<file path="config.mk">
export PLATFORM = sky130hd
export DESIGN_NAME = conv_intlv_commutator
export DESIGN_NICKNAME = d
export VERILOG_FILES = /design/src/rtl/intlv_pkg.sv /design/src/rtl/intlv_out_mux.sv /design/src/rtl/conv_intlv_commutator.sv
export SDC_FILE = /design/constraint.sdc
export NUM_CORES = 1
export LEC_CHECK = 0
export ABC_AREA = 0
export CORE_MARGIN = 8
export CORE_UTILIZATION = 41
export DETAILED_ROUTE_END_ITERATION = 10
export PLACE_DENSITY = 0.88
export SETUP_SLACK_MARGIN = 0.1
export SLEW_MARGIN = 10
export SYNTH_ARGS = -nofsm -noshare
export SYNTH_HDL_FRONTEND = slang
export SYNTH_SLANG_ARGS = --single-unit
</file>
<file path="constraint.sdc">
create_clock -name clk -period 3.7 [get_ports clk]
set_input_delay 0.555 -clock clk [delete_from_list [all_inputs] [get_ports clk]]
set_output_delay 0.555 -clock clk [all_outputs]
set_load 0.01 [all_outputs]
</file>
<file path="src/rtl/intlv_pkg.sv">
// Shared constants and state encoding for the byte-wide convolutional interleaver.
package intlv_pkg;

  localparam int NUM_BRANCH = 12;   // number of branches; branch 0 is a bypass
  localparam int DEPTH_UNIT = 17;   // delay increment per branch (used by the delay lines)
  localparam int PKT_LEN    = 204;  // bytes per packet, a multiple of NUM_BRANCH
  localparam int DATA_W     = 8;    // byte width

  localparam logic [7:0] SYNC_BYTE = 8'h47;

  typedef enum logic {
    HUNT = 1'b0,
    RUN  = 1'b1
  } state_e;

endpackage

</file>
<file path="src/rtl/intlv_out_mux.sv">
// Registered NUM_BRANCH:1 byte mux. Branch 0 has no storage, so its byte is
// taken straight from the input; the other branches supply their oldest byte.
module intlv_out_mux
  import intlv_pkg::*;
(
  input  logic                         clk,
  input  logic                         reset,
  input  logic                         load_i,
  input  logic [$clog2(NUM_BRANCH)-1:0] sel_i,
  input  logic [DATA_W-1:0]            bypass_i,
  input  logic [NUM_BRANCH*DATA_W-1:0] lines_i,
  output logic [DATA_W-1:0]            data_o
);

  localparam int SEL_W = $clog2(NUM_BRANCH);
  localparam logic [SEL_W-1:0] SEL_ZERO = {SEL_W{1'b0}};

  logic [DATA_W-1:0] mux_s;
  logic [DATA_W-1:0] data_q;

  // Pick the byte for the selected branch; branch 0 takes the bypass byte.
  always_comb begin
    mux_s = lines_i[DATA_W-1:0];
    if (sel_i == SEL_ZERO) begin
      mux_s = bypass_i;
    end else begin
      for (int j = 1; j < NUM_BRANCH; j++) begin
        if (sel_i == SEL_W'(j)) begin
          mux_s = lines_i[j*DATA_W +: DATA_W];
        end else begin
          mux_s = mux_s;
        end
      end
    end
  end

  // Capture the selected byte on every accepted byte; hold otherwise.
  always_ff @(posedge clk or posedge reset) begin
    if (reset) begin
      data_q <= {DATA_W{1'b0}};
    end else if (load_i) begin
      data_q <= mux_s;
    end
  end

  assign data_o = data_q;

endmodule

</file>
<file path="src/rtl/conv_intlv_commutator.sv">
// Input/output commutator and sequencer for the convolutional interleaver.
// Steers accepted bytes round-robin into the branch delay lines, muxes the
// oldest byte of the selected branch to the output, and keeps the branch
// pointer aligned so that every packet sync byte enters branch 0.
module conv_intlv_commutator
  import intlv_pkg::*;
(
  input  logic                         clk,
  input  logic                         reset,
  input  logic                         in_valid,
  input  logic [DATA_W-1:0]            in_data,
  input  logic                         in_sync,
  output logic [DATA_W-1:0]            branch_din,
  output logic [NUM_BRANCH-1:0]        branch_en,
  input  logic [NUM_BRANCH*DATA_W-1:0] branch_dout,
  output logic                         out_valid,
  output logic [DATA_W-1:0]            out_data,
  output logic                         out_sync,
  output logic                         locked,
  output logic                         sync_err
);

  localparam int PTR_W = $clog2(NUM_BRANCH);
  localparam int CNT_W = $clog2(PKT_LEN);

  localparam logic [PTR_W-1:0]      PTR_ZERO = {PTR_W{1'b0}};
  localparam logic [PTR_W-1:0]      PTR_LAST = PTR_W'(NUM_BRANCH - 1);
  localparam logic [CNT_W-1:0]      CNT_ZERO = {CNT_W{1'b0}};
  localparam logic [CNT_W-1:0]      CNT_LAST = CNT_W'(PKT_LEN - 1);
  localparam logic [NUM_BRANCH-1:0] EN_ONE   = {{(NUM_BRANCH-1){1'b0}}, 1'b1};
  localparam logic [NUM_BRANCH-1:0] EN_ZERO  = {NUM_BRANCH{1'b0}};

  state_e            state_q, state_d;
  logic [PTR_W-1:0]  br_ptr_q, br_ptr_d;
  logic [CNT_W-1:0]  byte_cnt_q, byte_cnt_d;
  logic              out_valid_q, out_sync_q, sync_err_q;

  logic [PTR_W-1:0]      ptr_eff_s;
  logic [CNT_W-1:0]      cnt_eff_s;
  logic                  missing_sync_s;
  logic                  early_sync_s;
  logic                  accept_s;
  logic [NUM_BRANCH-1:0] branch_en_s;

  // A sync byte always realigns to branch 0, count 0.
  assign ptr_eff_s = in_sync ? PTR_ZERO : br_ptr_q;
  assign cnt_eff_s = in_sync ? CNT_ZERO : byte_cnt_q;

  // A packet boundary reached without sync drops the byte and loses lock;
  // a sync arriving mid-packet is accepted but flagged.
  assign missing_sync_s = in_valid && (state_q == RUN) && !in_sync && (byte_cnt_q == CNT_ZERO);
  assign early_sync_s   = in_valid && (state_q == RUN) &&  in_sync && (byte_cnt_q != CNT_ZERO);
  assign accept_s       = in_valid && (in_sync || (state_q == RUN)) && !missing_sync_s;

  // State, branch pointer and byte counter registers.
  always_ff @(posedge clk or posedge reset) begin
    if (reset) begin
      state_q    <= HUNT;
      br_ptr_q   <= PTR_ZERO;
      byte_cnt_q <= CNT_ZERO;
    end else begin
      state_q    <= state_d;
      br_ptr_q   <= br_ptr_d;
      byte_cnt_q <= byte_cnt_d;
    end
  end

  // Next state: advance pointer and count on accept, fall back to HUNT on a missing sync.
  always_comb begin
    state_d    = state_q;
    br_ptr_d   = br_ptr_q;
    byte_cnt_d = byte_cnt_q;
    if (accept_s) begin
      state_d    = RUN;
      br_ptr_d   = (ptr_eff_s == PTR_LAST) ? PTR_ZERO : (ptr_eff_s + PTR_W'(1));
      byte_cnt_d = (cnt_eff_s == CNT_LAST) ? CNT_ZERO : (cnt_eff_s + CNT_W'(1));
    end else if (missing_sync_s) begin
      state_d    = HUNT;
      br_ptr_d   = PTR_ZERO;
      byte_cnt_d = CNT_ZERO;
    end else begin
      state_d    = state_q;
    end
  end

  // Shift enable for the selected branch; branch 0 has no storage and is never enabled.
  always_comb begin
    branch_en_s = EN_ZERO;
    if (accept_s && (ptr_eff_s != PTR_ZERO)) begin
      branch_en_s = EN_ONE << ptr_eff_s;
    end else begin
      branch_en_s = EN_ZERO;
    end
  end

  // Output strobes, registered on the same edge that shifts the branch.
  always_ff @(posedge clk or posedge reset) begin
    if (reset) begin
      out_valid_q <= 1'b0;
      out_sync_q  <= 1'b0;
      sync_err_q  <= 1'b0;
    end else begin
      out_valid_q <= accept_s;
      out_sync_q  <= accept_s && (ptr_eff_s == PTR_ZERO) && (cnt_eff_s == CNT_ZERO);
      sync_err_q  <= early_sync_s || missing_sync_s;
    end
  end

  intlv_out_mux u_out_mux (
    .clk      (clk),
    .reset    (reset),
    .load_i   (accept_s),
    .sel_i    (ptr_eff_s),
    .bypass_i (in_data),
    .lines_i  (branch_dout),
    .data_o   (out_data)
  );

  assign branch_din = in_data;
  assign branch_en  = branch_en_s;
  assign out_valid  = out_valid_q;
  assign out_sync   = out_sync_q;
  assign sync_err   = sync_err_q;
  assign locked     = (state_q == RUN);

endmodule

</file>
run_1/final_clocks.png
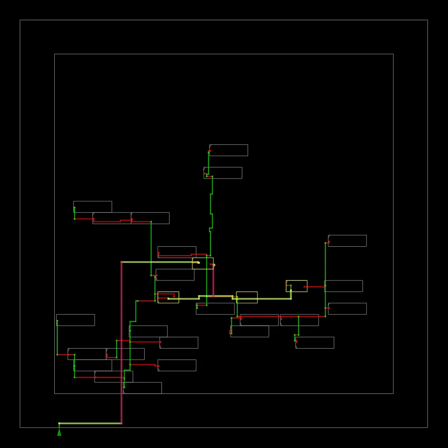
Clk. pwr: 0.000191 W
Seq cells: 24
Clock Buffer Count: 4
CTS Sinks: 24

run_1/zoom.png
Region (63, 63) to (83, 83) um. Cells in grey, sequential cells in the stronger grey; small squares are vias.
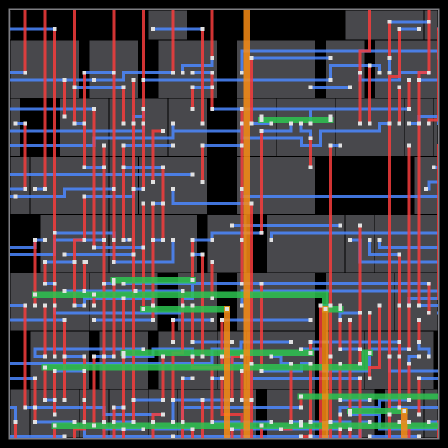
Blue is met1. Green is met3. Orange is met4. Red is met2.
Most frequent: clkdlybuf4s50_1 (9), a21oi_1 (5). Sequential cells in the window: 0. 47 logic cells have their middle in the window.

==> notes.md, run 1 <==
flow finished, numbers: fin area around 4200 um^2, Vias/cell roughly 6.2, Clock buf/inv share 0.0130, sequential share of power 0.262, Post-synth top flop dfrtp_1, final net count 612, total I/O pin count around 140, Routed Antenna Nets 0, Setup violations, final 0, crit path time final around 3.4 ns, PD cells 352 nW/um^2, FF-to-FF path depth 7, vias in the first global route roughly 3.6k, NetSw between 0.0006 and 0.0007 W, CTS tree yes, ys cells 370, Cell Rows 30, gr busiest metal met2, worst-margin pin slew around 1 ns, Highest Signal Layer met4, Post-Syn Area ~2800 um^2, Setup CP Type primary input to output port, largest net degree at the start of global routing 25, hold_buf cts 0, crit path capture type output port, CP Launch Point in_sync, Peak supply drop about 0.18 mV, Total Neg Setup Slack 0 ns, WHS Path Cells 2, overall power ~0.0015 W, register-to-register path setup slack approximately 0.86 ns, DR WL/cell between 20 and 25 um, Synth top cells by count nand2_1 (41), dfrtp_1 (24), nor2_1 (20), o21ai_0 (20), a21oi_1 (19), P&R area growth vs syn 54.4%, max cap viols 0, Finished Layout Cells approximately 580, DRT iter0 DRCs approximately 430, Seq area share 0.141, Syn Inst Count approximately 370, clock-pin slew on the worst setup and hold paths approximately 0.10 ns, initial antenna violation count 0, worst clock skew 0.00944 ns, RR Startpoint br_ptr_q[0], area of the core between 6000 and 7000 um^2, Final Util 0.640, H-tree Lvls 1, Slew Limit Headroom 0.334, layout cell share with drive strength beyond 1 0.0747, Place WS roughly 0.28 ns, GR Layer Usage met1 0.270, CP arrival roughly 2.9 ns, f_max about 0.29 GHz, DR DRC count 0, cell internal pwr between 0.0008 and 0.0009 W, post-DP HPWL around 9.3 mm, clock latency on the worst-skew pair 0.28 ns, wl on met1 between 4 and 5 mm, met2 track demand over resource 0.390, FF/Latch Area between 600 and 700 um^2, top cells by area dfrtp_1 (22%), nand2_1 (5.6%), ha_1 (3.6%), o21ai_0 (3.6%), a21oi_1 (3.5%), Leading cell kind combinational gates, Fin Hold WS approximately 0.5 ns, RSZ-0062 raised after global routing false, port bufs 138, placed instance count approximately 570, Non-clock inverters 17, synth unique cells 70, Fin. Hold Viols 0, Die ar. 9590 um^2, post-CTS setup buffers 0, fraction of area in multi-input gates 0.441, total wire length 11.9 mm, Mapped Avg Cell Area roughly 7.4 um^2, dpl cell area approximately 4200 um^2, critical register-to-register path endpoint u_out_mux.data_o[4], Comb gate area between 1500 and 2000 um^2, Detail Route met3 WL between 1 and 1.5 mm, mi-comb count 289, Worst Path Max Fanout 13, Die Y approximately 98 um, Area leader share 0.218, Critical Path End branch_en[6], yosys synthesis chip area 2750 um^2, cell with the most instances after synthesis nand2_1, met3 Track Usage GR 0.0768, status finished clean, fp util 0.414, NonClk Buf Share 0.366, OpenROAD warning count 31, ys async rst share 1.00, Comb pwr share 0.610, fin. max-slew vios 0, Tapcell Cnt approximately 80, post-CTS sizing 0, fin crit share 0.923, Diodes inserted 0, Hold Startpoint u_out_mux.data_o[7], Setup crit start kind primary input, first-pass GRT wire length 18.6 mm, root buf cell clkbuf_8, Worst Hold Class flop to flop, post-synthesis sequential area ratio 0.218, CTS buffer count 3, Filler cells about 560, WL met2 around 5.7 mm, DIE WIDTH ~98 um, via count of the routed design about 3.6k, Synth Net Count between 400 and 500, global-route usage over all layers 0.237, worst setup margin ~0.28 ns, Max clock buf depth 2, clock share of power 0.128, bufs w/o clock ~160, sw frac 0.410, drt pass-1 iters 5, Pleak 1.70 nW, largest area contributor in the netlist dfrtp_1, WP data required 3.14 ns, GP Congestion about 0.98, ys flops 24, Post-synth EDFFs 0, Hold Path End u_out_mux.data_o[7], grt ovf 0, Syn. warnings 0
run_1/port_nets.png
Scale: 4 px per um.
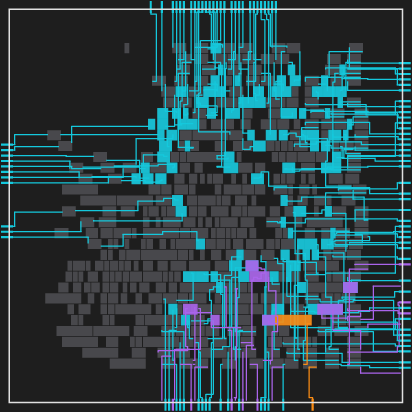
Orange is out_valid, bits 1, direction output, end cells 1, wire 23.1 um. Cyan is branch_dout, bits 96, direction input, end cells 101, wire 3220 um. Purple is in_data, bits 8, direction input, end cells 10, wire 436 um.

run_1/metal_stack.png
Scale: 6 px per um. Two of the layers only.
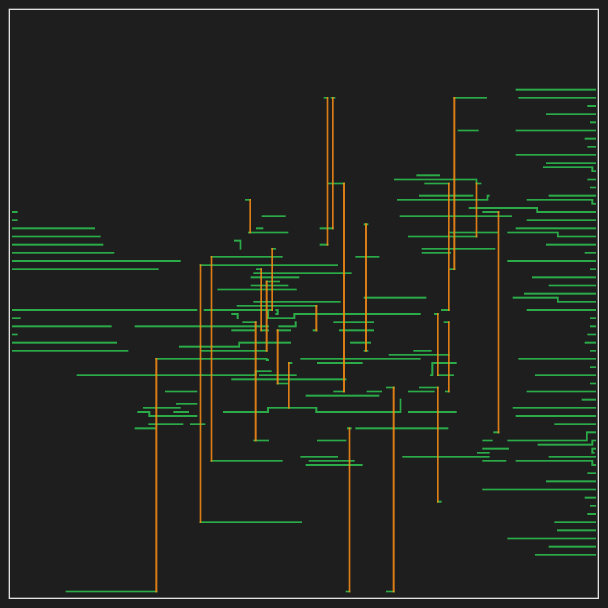
Orange is met4, wire length 492 um. Green is met3, wire length 1370 um.

[run 1: logic make-up after synthesis]
family / share of synthesized area
other: 0.00136
flip-flops: 0.218
buffers and inverters: 0.104
AND/OR/NAND/NOR: 0.292
adder cells (fa/ha/maj): 0.0364
XOR/XNOR: 0.00955
AND-OR/OR-AND: 0.339
[run 1: power groups by stage]
stage	Sequential, W	Clock (W)	Combinational, W
after floorplan	0.000401	0	0.000488
after global placement	0.000389	0	0.000867
after detailed placement	0.000394	0	0.000888
after CTS	0.000389	0.000190	0.000894
after global routing	0.000405	0.000199	0.000982
final	0.000392	0.000191	0.000912
[run 1: critical path, stage by stage]
cell and delay [ns]:
clkdlybuf4s50_1 0.42, nor2b_1 0.29, inv_1 0.13, ha_1 0.23
inv_1 0.10, nor2_1 0.07, buf_4 0.19, nor4_1 0.27
clkdlybuf4s50_1 0.60
[run 1: placed cells by master (no fill, tap or decap), types with 3 or more instances in the layout]
master and instances:
and2_1 3, a31oi_1 8, inv_1 16, a221oi_1 10, a32oi_1 4, a22oi_1 6, ha_1 7, a2bb2oi_1 3
a211o_1 4, nor3_1 11, clkdlybuf4s50_1 138, or3_1 5, and3_1 8, dfrtp_1 24, nor3b_1 6, o21ai_0 20
o21ai_1 7, nand2_1 41, a21o_1 3, nor2_1 20, buf_4 23, or4_1 3, o41ai_1 3, a21oi_1 19
and3b_1 3, nor2b_1 13, clkbuf_8 4, nand3_1 11, nand3b_1 7, o221ai_1 5, o22ai_1 6
[run 1: state kept, by name, summed over array words and instances (netlist names)]
| signal | cells |
|---|---|
| sync_err | 1 |
| locked | 1 |
| br_ptr_q | 4 |
| out_sync | 1 |
| byte_cnt_q | 8 |
| u_out_mux.data_o | 8 |
| out_valid | 1 |
==> run 1 -> run 2 <==
CORE_ASPECT_RATIO = 0.5   (was default)
run_2/port_nets.png
Scale: 4 px per um.
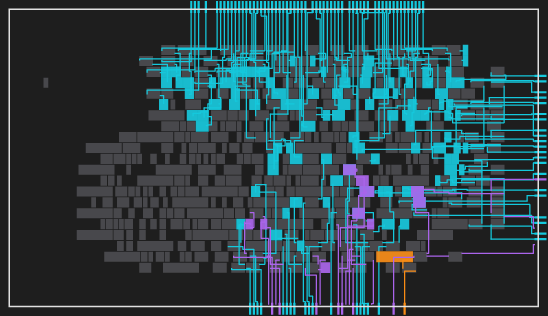
Purple is in_data, bits 8, direction input, end cells 10, wire 404 um. Orange is out_valid, bits 1, direction output, end cells 1, wire 15.4 um. Cyan is branch_dout, bits 96, direction input, end cells 101, wire 2890 um.

==> run 2 against run 1 <==
- combinational power shrank 2%
- core utilization grew 1.1 points
- critical path type unchanged
- worst hold slack lost 0.011 ns
- die size grew 1.7%
- largest power group unchanged
==> notes.md, run 2 <==
flow finished, numbers: status finished clean, CP top delay family buffers and inverters, largest net degree at the start of global routing 29 (+16%), Max clock buf depth 2 (unchanged), Routed Antenna Nets 0 (unchanged), fin. max-slew vios 0 (unchanged), Cell Rows 21 (-30%), max cap viols 0 (unchanged), Commonest Layout Cell clkdlybuf4s50_1, yosys synthesis chip area 2750 um^2 (unchanged), first-pass GRT wire length 17.2 mm (-7.3%), Setup crit start kind primary input, total wire length 11.1 mm (-6.9%), GR Layer Usage met1 0.258 (-0.0115), synth unique cells 70 (unchanged), Worst Path Max Fanout 4 (-9), Syn Inst Count 370 (unchanged), CP Cell Sequence clkdlybuf4s50_1 -> nor2b_1 -> inv_1 -> ha_1 -> inv_1 -> nor2_1 -> nor2_1 -> buf_4 -> and3_1 -> clkdlybuf4s50_1, Die ar. 9750 um^2 (+1.7%), placed instance count 581 (+1.8%), worst setup margin 0.274 ns (-0.00920 ns), vias in the first global route 3438 (-5.1%), OpenROAD warning count 31 (unchanged), worst-margin pin slew 0.950 ns (-0.0481 ns), met3 Track Usage GR 0.0451 (-0.0317), worst clock skew 0.00255 ns (-0.00689 ns), Finished Layout Cells 585 (+1.7%), f_max 0.292 GHz (-0.27%), clock-pin slew on the worst setup and hold paths 0.07 ns (-0.03 ns), WP data required 3.14 ns (about the same), overall power 0.00159 W (+6.7%), NetSw 0.000597 W (-2.6%), DRT iter0 DRCs 376 (-13%), Fin. Hold Viols 0 (unchanged), Area leader share 0.218 (unchanged), via count of the routed design 3526 (-1.8%), crit path max-delay cell type clkdlybuf4s50_1, post-CTS sizing 0 (unchanged), Synth Net Count 486 (unchanged), DR DRC count 0 (unchanged), crit-path max cell delay 0.54 ns (-0.06 ns), post-DP HPWL 8.74 mm (-6.0%), cell internal pwr 0.000998 W (+13%), port bufs 138 (unchanged), post-synthesis sequential area ratio 0.218 (unchanged), drt pass-1 iters 7 (+2), Post-Syn Area 2750 um^2 (unchanged), Detail Route met3 WL 899 um (-34%), top cells by area dfrtp_1 (22%), nand2_1 (5.6%), ha_1 (3.6%), o21ai_0 (3.6%), a21oi_1 (3.5%), Peak supply drop 0.244 mV (+38%), global-route usage over all layers 0.213 (-0.0243), final net count 610 (-0.33%), area of the core 6600 um^2 (-0.73%), CTS tree yes, Slew Limit Headroom 0.366 (+0.0321), DIE WIDTH 132 um (+35%), Die Y 73.9 um (-25%), CTS buffer count 3 (unchanged), Synth top cells by count nand2_1 (41), dfrtp_1 (24), nor2_1 (20), o21ai_0 (20), a21oi_1 (19), Highest Signal Layer met4, cell with the most instances after synthesis nand2_1, ys flops 24 (unchanged), met2 track demand over resource 0.377 (-0.0131), gr busiest metal met2, Setup CP Type primary input to output port, ys cells 370 (unchanged), crit path capture type output port, crit path time final 3.43 ns (+0.00920 ns), WL met2 5.57 mm (-2.0%), clock share of power 0.198 (+0.070), Fin Hold WS 0.500 ns (-0.0115 ns), dpl cell area 4190 um^2 (unchanged), CP Buf/Inv Count 5 (unchanged), root buf cell clkbuf_16, layout cell share with drive strength beyond 1 0.0669 (-0.00781), sequential share of power 0.241 (-0.021), Setup violations, final 0 (unchanged), Diodes inserted 0 (unchanged), Syn. warnings 0 (unchanged), Place WS 0.309 ns (+0.0246 ns), most numerous logic cells after layout clkdlybuf4s50_1 (138), nand2_1 (41), dfrtp_1 (24), buf_4 (21), CP arrival 2.87 ns (about the same), Mapped Avg Cell Area 7.44 um^2 (unchanged), GP Congestion 0.901 (-7.7%), wl on met1 4.37 mm (+0.30%), post-CTS setup buffers 0 (unchanged), Total Neg Setup Slack 0 ns (unchanged), Pleak 1.71 nW (+0.76%), Post-synth top flop dfrtp_1, sw frac 0.374 (-0.0355), DR WL/cell 18.9 um (-8.5%), total I/O pin count 140 (unchanged), largest area contributor in the netlist dfrtp_1, P&R area growth vs syn 55.9%, ys async rst share 1.00 (unchanged), hold_buf cts 0 (unchanged), RSZ-0062 raised after global routing false, CTS Sinks 24 (unchanged), grt ovf 0 (unchanged), H-tree Lvls 1 (unchanged), Vias/cell 6.03 (-3.4%), fin area 4290 um^2 (+0.97%), Final Util 0.651 (+0.0110), fin crit share 0.926 (+0.00249), clock latency on the worst-skew pair 0.26 ns (-0.02 ns), Post-synth EDFFs 0 (unchanged), initial antenna violation count 0 (unchanged), Worst Hold Class flop to flop, fp util 0.417 (+0.00307), Comb pwr share 0.560 (-0.050), PD cells 372 nW/um^2 (+5.6%)
run_2/metal_stack.png
Scale: 6 px per um. Two of the layers only.
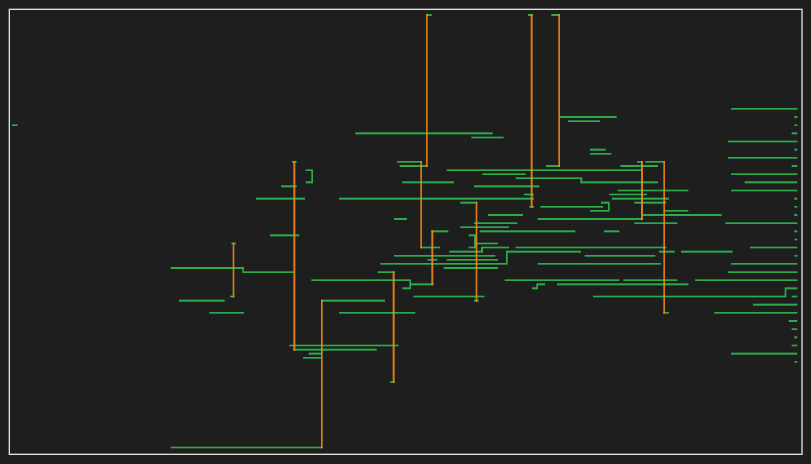
Green is met3, wire length 899 um. Orange is met4, wire length 239 um.

## run 2: cell count changes in the layout (fill, tap and decap cells not counted), sizes merged
cell,change
buf,-2
bufinv,+1
clkbuf,-1
## run 2: kinds of logic after synthesis
family                   Yosys count  share of synthesized area
buffers and inverters             57                      0.104
AND/OR/NAND/NOR                  147                      0.292
adder cells (fa/ha/maj)            8                     0.0364
XOR/XNOR                           3                    0.00955
AND-OR/OR-AND                    130                      0.339
other                              1                    0.00136
flip-flops                        24                      0.218
## run 2: path summary, 6_finish.rpt
| path | startpoint | to | slack [ns] | cells past startpoint |
|---|---|---|---|---|
| max in group asynchronous | reset | br_ptr_q[0] | 2.32 | 2 |
| min in group asynchronous | reset | out_valid | 0.80 | 2 |
| worst max-delay path | in_sync | branch_en[5] | 0.27 | 10 |
| worst min-delay path | u_out_mux.data_o[2] | u_out_mux.data_o[2] | 0.50 | 2 |
| worst max register to register | br_ptr_q[0] | u_out_mux.data_o[4] | 1.05 | 8 |
| worst min register to register | u_out_mux.data_o[2] | u_out_mux.data_o[2] | 0.50 | 2 |
## run 2: final cells by class
class	instances	area [um^2]
Fill cell	528	2300
Tap cell	92	115
Clock inverter	1	30.0
Clock buffer	3	75.1
Multi-Input combinational cell	289	1870
Sequential cell	24	601
Timing Repair Buffer	159	1540
Inverter	17	63.8
## run 2: power by group through the flow
stage	logic, W	registers, W	clock network (W)
5_1_grt	0.000961	0.000394	0.000330
4_1_cts	0.000885	0.000384	0.000319
3_5_place_dp	0.000874	0.000389	0
2_1_floorplan	0.000488	0.000401	0
3_3_place_gp	0.000862	0.000386	0
6_report	0.000893	0.000385	0.000316
==> run 2 -> run 3 <==
SLEW_MARGIN = 20   (was 10)
==> run 3 against run 2 <==
- power did not move
- clock-buffer cell count stayed put
- critical path depth stayed put
==> notes.md, run 3 <==
flow finished, numbers: post-synthesis sequential area ratio 0.218 (unchanged), Mapped Avg Cell Area 7.44 um^2 (unchanged), hold_buf cts 0 (unchanged), total wire length 11.1 mm (unchanged), DR WL/cell 18.9 um (unchanged), Diodes inserted 0 (unchanged), largest area contributor in the netlist dfrtp_1, crit path capture type output port, Cell Rows 21 (unchanged), Post-synth EDFFs 0 (unchanged), f_max 0.292 GHz (unchanged), top cells by area dfrtp_1 (22%), nand2_1 (5.6%), ha_1 (3.6%), o21ai_0 (3.6%), a21oi_1 (3.5%), yosys synthesis chip area 2750 um^2 (unchanged), Fin. Hold Viols 0 (unchanged), status finished clean, most numerous logic cells after layout clkdlybuf4s50_1 (138), nand2_1 (41), dfrtp_1 (24), buf_4 (21), drt pass-1 iters 7 (unchanged), max cap viols 0 (unchanged), synth unique cells 70 (unchanged), Fin Hold WS 0.500 ns (unchanged), OpenROAD warning count 31 (unchanged), post-CTS sizing 0 (unchanged), sw frac 0.374 (unchanged), Die Y 73.9 um (unchanged), Area leader share 0.218 (unchanged), fin. max-slew vios 0 (unchanged), Final Util 0.651 (unchanged), final net count 610 (unchanged), fin crit share 0.926 (unchanged), Syn Inst Count 370 (unchanged), Syn. warnings 0 (unchanged), grt ovf 0 (unchanged), Post-synth top flop dfrtp_1, Max clock buf depth 2 (unchanged), clock latency on the worst-skew pair 0.26 ns (about the same), CP arrival 2.87 ns (about the same), port bufs 138 (unchanged), worst clock skew 0.00255 ns (unchanged), Hold Path End u_out_mux.data_o[2], Setup violations, final 0 (unchanged), WP data required 3.14 ns (about the same), ys flops 24 (unchanged), Comb gate area 1870 um^2 (unchanged), clock-pin slew on the worst setup and hold paths 0.07 ns (about the same), Setup crit start kind primary input, Synth top cells by count nand2_1 (41), dfrtp_1 (24), nor2_1 (20), o21ai_0 (20), a21oi_1 (19), DR DRC count 0 (unchanged), area of the core 6600 um^2 (unchanged), RR Startpoint br_ptr_q[0], P_comb 0.000893 W (about the same), sequential power 0.000385 W (about the same), PD cells 372 nW/um^2 (unchanged), Worst Hold Class flop to flop, post-DP HPWL 8.74 mm (unchanged), register-to-register path setup slack 1.05 ns (about the same), fp util 0.417 (unchanged), Post-Syn Area 2750 um^2 (unchanged), ys cells 370 (unchanged), crit path time final 3.43 ns (unchanged), WHS Path Cells 2 (unchanged), Synth Net Count 486 (unchanged), root buf cell clkbuf_16, DIE WIDTH 132 um (unchanged), global-route usage over all layers 0.213 (unchanged), worst-margin pin slew 0.950 ns (unchanged), Total Neg Setup Slack 0 ns (unchanged), via count of the routed design 3526 (unchanged), first-pass GRT wire length 17.2 mm (unchanged), ys async rst share 1.00 (unchanged), vias in the first global route 3438 (unchanged), Comb pwr share 0.560 (about the same), FF-to-FF path depth 8 (unchanged), Peak supply drop 0.244 mV (unchanged), DRT iter0 DRCs 376 (unchanged), total I/O pin count 140 (unchanged), Vias/cell 6.03 (unchanged), post-CTS setup buffers 0 (unchanged), Commonest Layout Cell clkdlybuf4s50_1, Setup CP Type primary input to output port, critical register-to-register path endpoint u_out_mux.data_o[4], Worst Path Max Fanout 4 (unchanged), Hold Startpoint u_out_mux.data_o[2], Filler cells 528 (unchanged), Routed Antenna Nets 0 (unchanged), FF/Latch Area 601 um^2 (unchanged), clock share of power 0.198 (about the same), Place WS 0.309 ns (unchanged), NetSw 0.000597 W (unchanged), cell with the most instances after synthesis nand2_1, GP Congestion 0.901 (unchanged), cell internal pwr 0.000998 W (unchanged), initial antenna violation count 0 (unchanged), Finished Layout Cells 585 (unchanged), sequential share of power 0.241 (about the same), placed instance count 581 (unchanged)
==> run 3: layout make-up <==
type                            instances  share of cell area
Multi-Input combinational cell        289               0.435
Clock buffer                            3              0.0175
Tap cell                               92              0.0268
Clock inverter                          1             0.00700
Inverter                               17              0.0149
Timing Repair Buffer                  159               0.359
Sequential cell                        24               0.140
==> run 3: through the flow <==
stage | power [W] | cell area, um^2
global placement | 0.00125 | 4190
finish | 0.00159 | 4290
global route | 0.00168 | 4290
floorplan | 0.000888 | 2750
CTS | 0.00159 | 4290
detailed placement | 0.00126 | 4190
==> run 3: critical path, stage by stage <==
cell	delay (ns)
clkdlybuf4s50_1	0.47
nor2b_1	0.27
inv_1	0.11
ha_1	0.22
inv_1	0.11
nor2_1	0.07
nor2_1	0.17
buf_4	0.17
and3_1	0.17
clkdlybuf4s50_1	0.54
==> run 3: logic make-up after synthesis <==
logic type,share of synthesized area
simple gates,0.292
compound gates,0.339
buf+inv,0.104
flops,0.218
fa+ha+maj,0.0364
xor+xnor,0.00955
other cells,0.00136
==> run 3: worst max path at each step <==
stage	to	from	cells after the start	slack [ns]
2_1_floorplan	branch_en[4]	in_sync	10	0.60
3_3_place_gp	branch_en[6]	in_sync	9	0.40
3_5_place_dp	branch_en[5]	in_sync	10	0.31
4_1_cts	branch_en[5]	in_sync	10	0.30
5_1_grt	branch_en[1]	in_sync	10	0.10
6_report	branch_en[5]	in_sync	10	0.27
==> run 3: metal layers <==
metal	vias to the layer above	share of wire	routed length (um)	GRT usage
met1	1677	0.39	4370	0.258
met4	0	0.022	239	0.0694
met2	188	0.50	5570	0.377
met5	-	0	0	0
li1	1637	-	-	-
met3	24	0.081	899	0.0451
run_3/port_nets.png
Scale: 4 px per um.
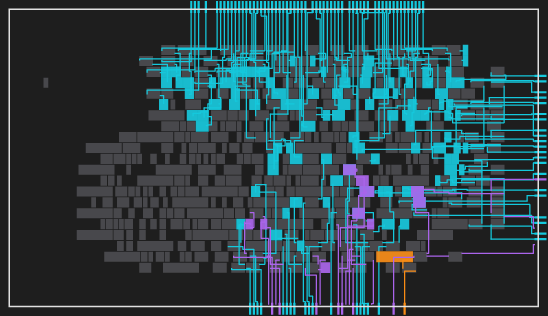
Purple is in_data, bits 8, direction input, end cells 10, wire 404 um. Orange is out_valid, bits 1, direction output, end cells 1, wire 15.4 um. Cyan is branch_dout, bits 96, direction input, end cells 101, wire 2890 um.

run_3/zoom.png
Region (89, 45) to (109, 65) um. Cells in grey, sequential cells in the stronger grey; small squares are vias.
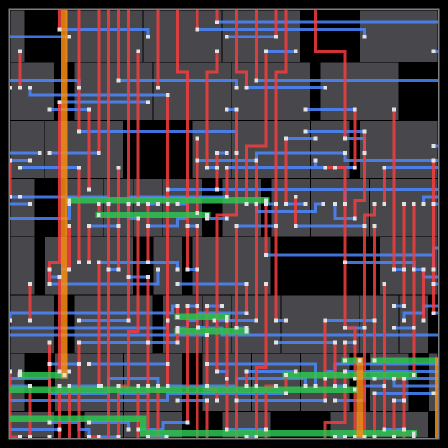
Orange is met4. Blue is met1. Green is met3. Red is met2.
Sequential cells in the window: 0. Most frequent: clkdlybuf4s50_1 (14), a21oi_1 (5). 41 logic cells have their middle in the window.


==> gallery <==
Metal 2.
Scale: 4 px per um. Cells faint in the background.
Plate I
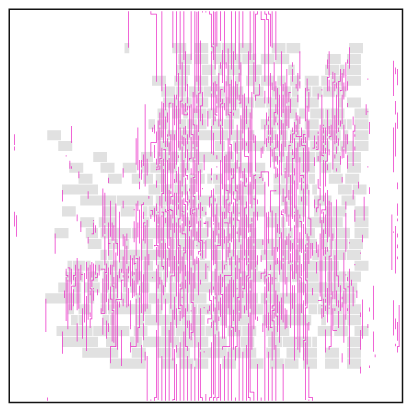
Plate II
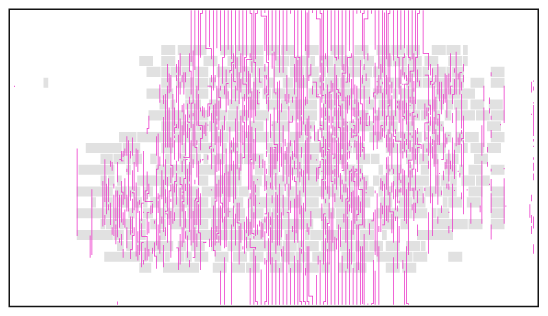
run 3: Plate II
run 1: Plate I

Key to Plate I:
The longest straight run is 31.3 um. The layer holds 48% of the routed length. The layer carries 5680 um of wire. The wires run mostly vertical.

Power and IR drop assume default switching activity.
